Run 1, metal 1:
Bar = 50 um.
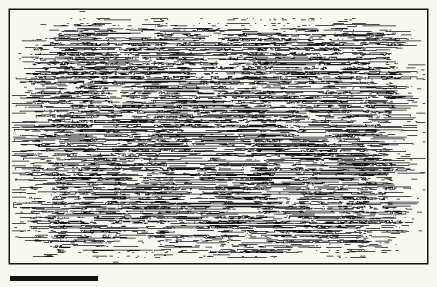
Run 1, met2 routing:
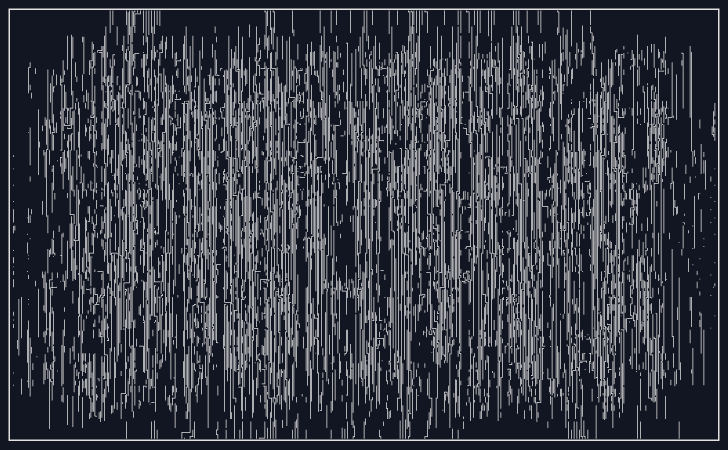
Run 1, met3 routing:
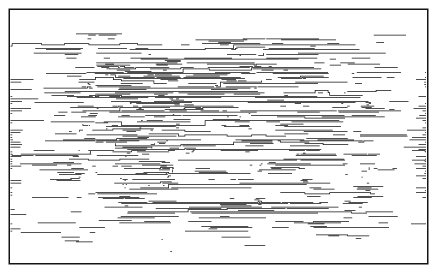
==> config.mk <==
export PLATFORM = sky130hd
export DESIGN_NAME = snake_body
export DESIGN_NICKNAME = d
export VERILOG_FILES = /design/src/rtl/snake_body.sv
export SDC_FILE = /design/constraint.sdc
export NUM_CORES = 1
export LEC_CHECK = 0
export ABC_AREA = 1
export CORE_ASPECT_RATIO = 0.6
export CORE_MARGIN = 2
export CORE_UTILIZATION = 40
export DETAILED_ROUTE_END_ITERATION = 10
export GPL_TIMING_DRIVEN = 0
export HOLD_SLACK_MARGIN = 0.06
export PLACE_DENSITY = 0.65
export SYNTH_ARGS = -nofsm -noshare
export SYNTH_HDL_FRONTEND = slang
export SYNTH_SLANG_ARGS = --single-unit
==> constraint.sdc <==
create_clock -name clk -period 5.03 [get_ports clk]
set_clock_uncertainty 0.1 [all_clocks]
set_input_delay 1.006 -clock clk [delete_from_list [all_inputs] [get_ports clk]]
set_output_delay 1.006 -clock clk [all_outputs]
set_load 0.03 [all_outputs]
==> src/rtl/snake_body.sv <==
// rtl/snake_body.sv - snake body registers: segments, length, direction, wall/self collision
module snake_body #(
  parameter int max_len         = 16,
  parameter int num_len         = 10,
  parameter int max_len_bit_len = 4,
  parameter int width           = 32,
  parameter int height          = 24,
  parameter int init_pos        = 400,
  parameter int init_len        = 3
) (
  input  logic                         clk,
  input  logic                         rst_n,
  input  logic                         start,
  input  logic                         step,
  input  logic                         dir_valid,
  input  logic [1:0]                   dir,
  input  logic                         grow,
  output logic [max_len*num_len-1:0]   snake,
  output logic [num_len-1:0]           snake_head,
  output logic [max_len_bit_len:0]     length,
  output logic                         alive,
  output logic                         dead
);

  localparam int LW = max_len_bit_len + 1;

  // Unused slots hold all-ones, which lies outside the playfield
  localparam logic [num_len-1:0] SENT      = {num_len{1'b1}};
  localparam logic [num_len-1:0] W_C       = num_len'(width);
  localparam logic [num_len-1:0] X_MAX     = num_len'(width - 1);
  localparam logic [num_len-1:0] Y_MAX     = num_len'(height - 1);
  localparam logic [num_len-1:0] ONE       = num_len'(1);
  localparam logic [LW-1:0]      INIT_LEN  = LW'(init_len);
  localparam logic [LW-1:0]      MAX_LEN_C = LW'(max_len);

  localparam logic [1:0] D_UP    = 2'd0;
  localparam logic [1:0] D_RIGHT = 2'd1;
  localparam logic [1:0] D_DOWN  = 2'd2;
  localparam logic [1:0] D_LEFT  = 2'd3;

  typedef enum logic [1:0] {S_IDLE, S_RUN, S_DEAD} state_t;

  state_t             r_state;
  logic [num_len-1:0] r_seg [max_len];
  logic [LW-1:0]      r_len;
  logic [1:0]         r_cur_dir;
  logic [1:0]         r_next_dir;
  logic               r_grow_pend;

  logic               w_req_ok;
  logic [1:0]         w_next_dir;
  logic               w_grow;
  logic [num_len-1:0] w_x;
  logic [num_len-1:0] w_y;
  logic [num_len-1:0] w_new_head;
  logic               w_wall;
  logic               w_self;
  logic [LW-1:0]      w_new_len;
  int                 w_len_i;
  int                 w_new_len_i;

  // Contents of slot i after reset or start
  function automatic logic [num_len-1:0] init_seg(input int i);
    if (i < init_len) return num_len'(init_pos - i);
    else return SENT;
  endfunction

  // Direction request filter (reverse of the current heading is dropped) and grow merge
  always_comb begin
    w_req_ok   = dir_valid && (dir != (r_cur_dir ^ 2'd2));
    w_next_dir = w_req_ok ? dir : r_next_dir;
    w_grow     = grow || r_grow_pend;
  end

  // Candidate head and wall test, judged on x/y so no wrap-around can sneak in
  always_comb begin
    w_x        = r_seg[0] % W_C;
    w_y        = r_seg[0] / W_C;
    w_new_head = r_seg[0];
    w_wall     = 1'b0;
    case (w_next_dir)
      D_UP:    begin w_new_head = r_seg[0] - W_C; w_wall = (w_y == '0);    end
      D_RIGHT: begin w_new_head = r_seg[0] + ONE; w_wall = (w_x == X_MAX); end
      D_DOWN:  begin w_new_head = r_seg[0] + W_C; w_wall = (w_y == Y_MAX); end
      default: begin w_new_head = r_seg[0] - ONE; w_wall = (w_x == '0);    end
    endcase
  end

  // Self collision against live body; the tail is skipped when it moves away this step
  always_comb begin
    w_len_i     = int'(r_len);
    w_new_len   = (w_grow && (r_len < MAX_LEN_C)) ? r_len + LW'(1) : r_len;
    w_new_len_i = int'(w_new_len);
    w_self      = 1'b0;
    for (int i = 1; i < max_len; i++) begin
      if ((i < w_len_i) && !((i == w_len_i - 1) && !w_grow) && (r_seg[i] == w_new_head))
        w_self = 1'b1;
    end
  end

  // Game state, body shift and direction/grow bookkeeping
  always_ff @(posedge clk or negedge rst_n) begin
    if (!rst_n) begin
      r_state     <= S_IDLE;
      r_len       <= INIT_LEN;
      r_cur_dir   <= D_RIGHT;
      r_next_dir  <= D_RIGHT;
      r_grow_pend <= 1'b0;
      for (int i = 0; i < max_len; i++) r_seg[i] <= init_seg(i);
    end else if (start) begin
      r_state     <= S_RUN;
      r_len       <= INIT_LEN;
      r_cur_dir   <= D_RIGHT;
      r_next_dir  <= D_RIGHT;
      r_grow_pend <= 1'b0;
      for (int i = 0; i < max_len; i++) r_seg[i] <= init_seg(i);
    end else begin
      r_next_dir <= w_next_dir;
      if (step && (r_state == S_RUN)) begin
        r_cur_dir   <= w_next_dir;
        r_grow_pend <= 1'b0;
        if (w_wall || w_self) begin
          r_state <= S_DEAD;
        end else begin
          r_len    <= w_new_len;
          r_seg[0] <= w_new_head;
          for (int i = 1; i < max_len; i++)
            r_seg[i] <= (i < w_new_len_i) ? r_seg[i-1] : SENT;
        end
      end else if (grow) begin
        r_grow_pend <= 1'b1;
      end
    end
  end

  genvar g;
  generate
    for (g = 0; g < max_len; g++) begin : g_pack
      assign snake[g*num_len +: num_len] = r_seg[g];
    end
  endgenerate

  assign snake_head = r_seg[0];
  assign length     = r_len;
  assign alive      = (r_state == S_RUN);
  assign dead       = (r_state == S_DEAD);

endmodule

==> run summary, run 1 <==
yosys + openroad results -> instance count on the critical path=34, synthesized instance count=about 2000, Reg area=between 0.004 and 0.005 mm^2, WL met1=~28000 um, Max FO, Critical Path=10, count leader, synth=nand2_1, Post-Place Worst Slack=-1.57 ns, Critical R2R Launch=r_cur_dir[0]$_DFFE_PN1N_, CP max stage cell=ha_4, Crit Path Category=in2reg, Sw Pwr=4.11 mW, combinational share of cell area=around 44%, Leakage Power=roughly 9 nW, Well Taps=~420, Comb group=4.65 mW, asr flop ratio synth=100%, Worst EP required=around 5.3 ns, CTS max path bufs=2, WHS=approximately 0.37 ns, Die X=~240 um, Bufs and invs on worst path=7, cts repair resizes=128, final setup fails=0, commonest cells in the netlist=687 x nand2_1, 443 x nand3_1, 226 x inv_1, 164 x nor2_1, 148 x dfstp_2, max cap viols=0, design area=between 0.015 and 0.02 mm^2, router iterations before antenna repair=6, XOR/XNOR Area Share=about 1.7%, Routability Congestion=a little over 1, worst hold path class=in2async, Top Usage Layer GRT=met1, Largest register FFs=~150, CTS H-tree depth=4, floorplan core density=between 40% and 50%, unrepaired setup endpoints after global routing=false, Tot Pwr=roughly 8 mW, Routed WL per cell=24.1 um, Num CTS Buffers=17, adder share=2.25%, Synth Register Bits=172, drt total wl=approximately 64000 um, placed instance count=2607, Die ar.=about 0.034 mm^2, Slew Limit Fails=0, Placed Area=0.0153 mm^2, Hold Fails Final Rpt=0, logic area=0.00735 mm^2, GRT met3 Usage=12.3%, Complex Gates by Area=under 10%, clock slew at reported path FFs=0.08 ns, flip-flops=roughly 170, vias in the first global route=14000, Yosys Instances=roughly 2000, Synth Area in Simple Gates=between 40% and 50%, Overflow after GRT=0, Power Sequential=roughly 2.1 mW, RR Endpoint=snake[14]$_DFFE_PN0P_, # diodes=1, Tmin final=~4.8 ns, Clock buf/inv share=~3.7%, area added between synthesis and finish=30.8%, # rows=50, initial antenna violation count=2, Largest Pwr Group=combinational cells, Final #Nets=~2300, die height=between 100 and 150 um, Commonest Layout Cell=nand2_1, cts-stage hold buffer count=0, Log Warnings=37, outcome=finished clean, via count=approximately 15000, inverter count=237, Vias/cell=about 5.8, register share after synthesis=34.8%, crit end category=flop, Flop pwr share=25.3%, top cells, area=dfstp_2 30%, nand2_1 20%, nand3_1 17%, Worst Setup Start Kind=primary input, Data arrival, critical path=slightly above 5 ns, root buffer cell=clkbuf_16, Clk pwr share=between 10% and 20%, Leading cell kind=combinational gates
Back to the opening pictures, 'metal 1':
main direction	horizontal
share of all routed wire	43%

Back to the opening pictures, 'met2 routing':
longest straight run	83.6 um
nets with wire on the layer	1768
main direction	vertical

Back to the opening pictures, 'met3 routing':
nets with wire on the layer	384
main direction	horizontal
wire length on this layer	9130 um

Run 1, routing congestion:
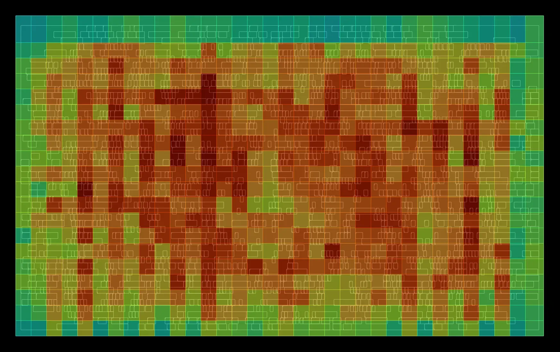

==> run 2, diff against run 1 <==
--- a/config.mk
+++ b/config.mk
@@ -9,6 +9,7 @@
 export CORE_ASPECT_RATIO = 0.6
 export CORE_MARGIN = 2
 export CORE_UTILIZATION = 40
+export CTS_BUF_LIST = sky130_fd_sc_hd__clkbuf_4 sky130_fd_sc_hd__clkbuf_8
 export DETAILED_ROUTE_END_ITERATION = 10
 export GPL_TIMING_DRIVEN = 0
 export HOLD_SLACK_MARGIN = 0.06
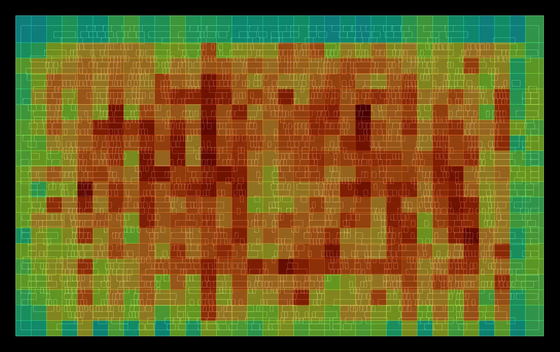
Run 2: routing congestion
final core occ: 52.7%
met2 Usage GRT: 52.8%

==> run summary, run 2 <==
yosys + openroad results -> instance count on the critical path=28 (-18%), top comb family, area=simple AND/OR/NAND/NOR gates, cts repair resizes=99 (-23%), Tot Pwr=7.73 mW (-5.8%), crit end category=flop, # rows=50 (unchanged), flip-flops=172 (unchanged), Worst path top cell family by delay=simple AND/OR/NAND/NOR gates, Critical R2R Launch=r_cur_dir[0]$_DFFE_PN1N_, cts-stage hold buffer count=0 (unchanged), worst hold path class=in2async, CTS max path bufs=2 (unchanged), adder share=2.25% (unchanged), Commonest Layout Cell=nand2_1, Routability Congestion=1.01 (unchanged), design area=0.0166 mm^2 (-1.8%), Post-Place Worst Slack=-1.57 ns (unchanged), placed instance count=2607 (unchanged), initial antenna violation count=1 (-1), Worst EP required=5.34 ns (+0.06 ns), XOR/XNOR Area Share=1.70% (unchanged), Synth Area in Simple Gates=46.9% (unchanged), register share after synthesis=34.8% (unchanged), root buffer cell=clkbuf_8, WL met1=27800 um (+0.38%), inverter count=237 (unchanged), Max FO, Critical Path=11 (+1), logic area=0.00732 mm^2 (-0.46%), CP max stage cell=nand3b_1, Final #Nets=2263 (-0.22%), Power Internal=approximately 3.7 mW, Clk pwr share=14.9% (-3.1 points), Well Taps=416 (unchanged), Crit Path Category=in2reg, Reg area=0.00449 mm^2 (unchanged), asr flop ratio synth=100% (unchanged), outcome=finished clean, RR Endpoint=snake[14]$_DFFE_PN0P_, Final WS setup=0.232 ns, Leakage Power=8.66 nW (-1.5%), Worst Setup Start Kind=primary input, max cap viols=0 (unchanged), Vias/cell=5.73 (-0.49%), Largest register FFs=150 (unchanged), Num CTS Buffers=17 (unchanged), final setup fails=0 (unchanged), Sw Pwr=4.00 mW (-2.6%), fin cells=roughly 2700, Log Warnings=36 (-2.7%), Data arrival, critical path=5.10 ns (+0.07 ns), combinational share of cell area=44.1% (+0.58 points), Synth Register Bits=172 (unchanged), floorplan core density=41.0% (unchanged), Overflow after GRT=0 (unchanged), WHS=0.307 ns (-0.0614 ns), Clock buf/inv share=2.62% (-1.0 points), Largest Pwr Group=combinational cells, clock slew at reported path FFs=0.11 ns (+0.03 ns), top cells, area=dfstp_2 30%, nand2_1 20%, nand3_1 17%, drt total wl=63200 um (-1.7%), synthesized instance count=2006 (unchanged), Comb group=4.51 mW (-3%), Commonest flop=dfstp_2, Flop pwr share=26.8% (+1.5 points), Hold Fails Final Rpt=0 (unchanged), Top Usage Layer GRT=met1, Placed Area=0.0153 mm^2 (unchanged), commonest cells in the netlist=687 x nand2_1, 443 x nand3_1, 226 x inv_1, 164 x nor2_1, 148 x dfstp_2, # diodes=0 (-1), Power Sequential=2.07 mW (about the same), area added between synthesis and finish=28.5%, Tmin final=4.80 ns (+0.0150 ns), vias in the first global route=13800 (-1.3%), crit path to=snake[14]$_DFFE_PN0P_, Yosys Instances=2006 (unchanged), Leading cell kind=combinational gates, count leader, synth=nand2_1, CTS H-tree depth=4 (unchanged), Bufs and invs on worst path=5 (-2), Die X=236 um (unchanged), router iterations before antenna repair=8 (+2)
Power figures rest on the tool's default switching activity, not on a simulated workload.
